## src/rtl/smu_region_chk_pkg.sv

```systemverilog
`default_nettype none
// ============================================================================
//  Module      : smu_pkg
//  Description : Shared constants for the SMU region access-control checker:
//                register offsets, ATTR/CTRL/STATUS bit positions and the
//                AHB HTRANS encodings.
//  Revision    : 1.0 - initial release
// ============================================================================
package smu_pkg;

   // Per-region register offsets within a 16-byte region slot
   localparam logic [3:0] c_off_base  = 4'h0;
   localparam logic [3:0] c_off_limit = 4'h4;
   localparam logic [3:0] c_off_attr  = 4'h8;

   // Global register addresses
   localparam logic [7:0] c_addr_ctrl   = 8'h80;
   localparam logic [7:0] c_addr_status = 8'h84;
   localparam logic [7:0] c_addr_vaddr  = 8'h88;

   // ATTR bit positions
   localparam int c_attr_en        = 0;
   localparam int c_attr_rd_deny   = 1;
   localparam int c_attr_wr_deny   = 2;
   localparam int c_attr_priv_only = 3;

   // CTRL bit positions
   localparam int c_ctrl_gen    = 0;
   localparam int c_ctrl_lock   = 1;
   localparam int c_ctrl_int_en = 2;

   // STATUS bit positions
   localparam int c_stat_viol     = 0;
   localparam int c_stat_ovr      = 1;
   localparam int c_stat_vwr      = 2;
   localparam int c_stat_vidx_lsb = 4;

   // AHB HTRANS encodings
   localparam logic [1:0] c_htrans_idle   = 2'b00;
   localparam logic [1:0] c_htrans_busy   = 2'b01;
   localparam logic [1:0] c_htrans_nonseq = 2'b10;
   localparam logic [1:0] c_htrans_seq    = 2'b11;

   // AHB HPROT bit that marks a privileged access
   localparam int c_hprot_priv = 1;

endpackage
`default_nettype wire

```

## src/rtl/smu_region_chk_cmp.sv

```systemverilog
`default_nettype none
// ============================================================================
//  Module      : smu_region_cmp
//  Description : One region window comparator. Reports whether the address
//                field falls inside [base, limit] of an enabled region and
//                which access directions that region denies for this access.
//  Revision    : 1.0 - initial release
// ============================================================================
module smu_region_cmp
   import smu_pkg::*;
#(
   parameter int AW = 22
)(
   input  logic [AW-1:0] addr_field,
   input  logic [AW-1:0] base,
   input  logic [AW-1:0] limit,
   input  logic [3:0]    attr,
   input  logic          priv,
   output logic          hit,
   output logic          rd_den,
   output logic          wr_den
);

   logic w_priv_block;

   // Limit is inclusive; an unprivileged access to a PRIV_ONLY region is denied both ways
   assign hit          = attr[c_attr_en] & (addr_field >= base) & (addr_field <= limit);
   assign w_priv_block = attr[c_attr_priv_only] & ~priv;
   assign rd_den       = attr[c_attr_rd_deny] | w_priv_block;
   assign wr_den       = attr[c_attr_wr_deny] | w_priv_block;

endmodule
`default_nettype wire

```

## config.mk

```make
export PLATFORM = sky130hd
export DESIGN_NAME = smu_region_cmp
export DESIGN_NICKNAME = d
export VERILOG_FILES = /design/src/rtl/smu_region_chk_pkg.sv /design/src/rtl/smu_region_chk_cmp.sv
export SDC_FILE = /design/constraint.sdc
export NUM_CORES = 1
export LEC_CHECK = 0
export CORE_ASPECT_RATIO = 0.6
export CORE_MARGIN = 2
export CORE_UTILIZATION = 35
export DETAILED_ROUTE_END_ITERATION = 10
export PLACE_DENSITY_LB_ADDON = 0.15
export SYNTH_ARGS = -nofsm -noshare
export SYNTH_HDL_FRONTEND = slang
export SYNTH_SLANG_ARGS = --single-unit
```

## constraint.sdc

```tcl
create_clock -name vclk -period 3.1
set_clock_uncertainty 0.05 [all_clocks]
set_input_delay 0.775 -clock vclk [all_inputs]
set_output_delay 0.775 -clock vclk [all_outputs]
set_load 0.1 [all_outputs]
```

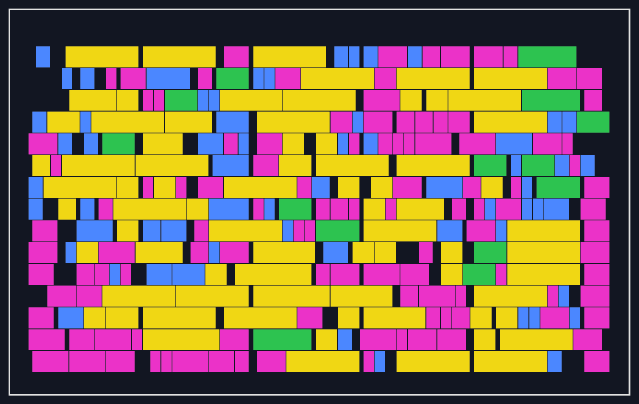
(drive-strength map)
Scale: 8 px per um.
drive 6 and up -> green  # cells 14
drive 1 or less -> magenta  # cells 112
drive 2 -> blue  # cells 61
drive 3 to 4 -> yellow  # cells 74

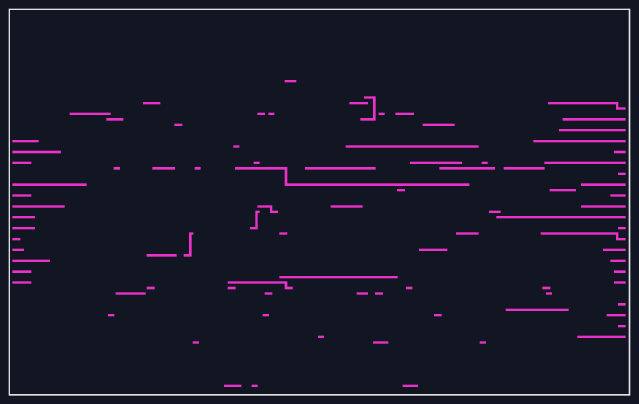
(the metal 3 layer)
Scale: 8 px per um.
nets with wire on the layer = 68
share of all routed wire = 5.0%
main direction = horizontal
longest straight run = 22.8 um

==> results.txt <==
The synthesis and place-and-route flow finished, so here is a summary.

In the finished layout, the clock tree contains a buffer count of 0. The total buffers and inverters traversed by the critical path is 3. The worst hold path class is input pin to output port. The DRC violation total left in the routed layout is recorded as 0. The core utilization at floorplan came out at between 30% and 40%. The checks that failed: setup timing.

The cell area after placement came out at about 2200 um^2. The total number of multi-input combinational cells came out at approximately 110. The critical path ends at hit.

The number of fill cells is between 100 and 150. In the layout the commonest cells are sky130_fd_sc_hd__ha_4 (32), sky130_fd_sc_hd__inv_2 (26), sky130_fd_sc_hd__buf_4 (25). The layer flagged by global routing as most heavily used is met2.

The post-synthesis share of cell area spent on full adders, half adders and majority gates is around 49%. The number of antenna violations at the first check in global routing is 0. The kind of start point of the critical path is an input pin. The area growth from synthesis to layout came out at 140%. The first global-routing pass estimated 8.31 mm of wire. The last weighted congestion value of the routability-driven placer came out at 0.808.

The number of inserted diodes came out at 0. The core footprint came out at 2970 um^2. The xor/xnor cell area share of the yosys netlist is 0%.

After synthesis, the cell types taking the most area are sky130_fd_sc_hd__ha_1 (49%), sky130_fd_sc_hd__inv_1 (15%), sky130_fd_sc_hd__a21oi_1 (5.8%). The synthesized netlist devotes about 19% of its cell area to compound gates. The terminating pin of the worst hold path is hit.

Of the synthesized area, sequential elements account for 0%. The pre-CTS setup slack came out at -674 ps. The layout inverter count without the clock tree is 46.

On the critical path the largest part of the delay comes from buffers and inverters. The flow ran to the end, but the final reports show violations. The Yosys warning count came out at 0. The static leakage is 1.23 nW. For met3 alone, demand over resource in global routing was 3.77%. Per the layout area report, the combinational fraction of cell area is between 50 and 60%. The total number of warnings across the stage logs came out at 36. The number of unique standard cell types used by synthesis is 24. The critical path crosses 9 cells after its start point. The ratio of final minimum period to clock period is 111%.

The routed wirelength normalized by instance count came out at around 21 um. During tapcell insertion the tool placed 42 well taps. The sequential portion of the cell area came out at 0%. The vias per cell came out at about 5.6.

The die boundary height is around 48 um. The finished cells cover 2710 um^2. The relative area of non-clock buffer cells in the final design is 33.0%. The cell at the slowest stage of the critical path is sky130_fd_sc_hd__clkdlybuf4s50_1. The number of cells on the worst hold path came out at 7.

The count of mapped cells out of synthesis came out at 159. Multiplexer cells account for 0.886% of the synthesized area. For this block, the routed nets add up to 6.43 mm of wire. The via count of the first global-routing pass came out at about 1.7k. The final count of negative-setup-slack endpoints is 1. Leaving out fill and tap cells, the most frequent cell in the layout is sky130_fd_sc_hd__ha_4.

The number of max-capacitance violations reported came out at 0. The maximum clock frequency is 0.290 GHz. The tightest hold path in the finished design has a slack of 2230 ps. The number of failing hold endpoints at the final stage is 0.

The arrival time at the worst endpoint is 2630 ps. The final worst slack came out at -352 ps. The clock tree cell share of total cell area is 0%. The detailed-routing iteration count for the pre-antenna-repair pass came out at 5.

The number of port buffers is 74. Across every metal layer, demand over resource in global routing totals 29.3%. The residual antenna-violating net count after detailed routing is 0. OpenSTA lists the critical path startpoint as base[9]. The biggest area consumer among synthesized cells is sky130_fd_sc_hd__ha_1. The measured slew at the worst slew-check pin came out at 473 ps. The number of I/O pins came out at 74. Setup repair after global routing could not meet its margin everywhere. The violation tally recorded at the end of detailed-routing iteration 0 is just under 50. After synthesis, the mean cell area works out to approximately 7.1 um^2. The half-perimeter wire length after placement is 3.64 mm. The class occupying the most area after layout is reported as multi-input combinational cells. The final standard cell count with taps included and fillers excluded is 303. The combinational gate area is 1580 um^2. The mapped cell area came out at around 1100 um^2.

The worst setup path is captured at an output port.
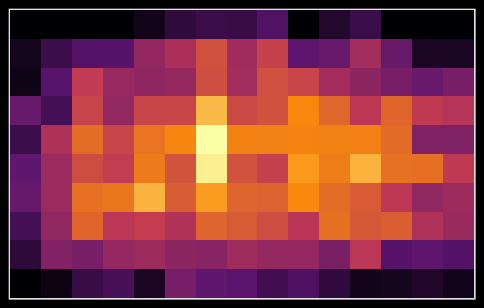
(signal metal coverage by tile)
Scale: 6 px per um. The die is cut into 15 by 10 equal tiles; black is low, pale yellow is high, scaled to the fullest tile. Values are wire area over tile area, all layers added.
fullest tile = 0.70
tiles over half the peak = 39%
nearly empty tiles = 6.0%
emptiest ninth of the die = north-west
densest ninth of the die = centre
mean over tiles = 0.29

==> tightest hold or removal path: stages <==
cell and delay [ps]:
sky130_fd_sc_hd__buf_6 90, sky130_fd_sc_hd__ha_4 120, sky130_fd_sc_hd__a211oi_2 40, sky130_fd_sc_hd__buf_4 140, sky130_fd_sc_hd__o2111ai_4 100, sky130_fd_sc_hd__a221oi_4 70
sky130_fd_sc_hd__buf_12 160
==> power breakdown <==
group	switching [W]	internal, W	leakage, nW
sequential	0	0	0
combinational	0.000212	0.000225	1.23
clock	0	0	0
total	0.000212	0.000225	1.23
==> what timing repair did <==
| item | 4_1_cts | 5_1_grt |
|---|---|---|
| hold buffers | 0 | 0 |
| pin swaps | 38 | 33 |
| setup buffers | 3 | 5 |
| gates resized | 183 | 58 |
| setup endpoints to repair | 1 | 1 |
Power figures rest on the tool's default switching activity, not on a simulated workload.
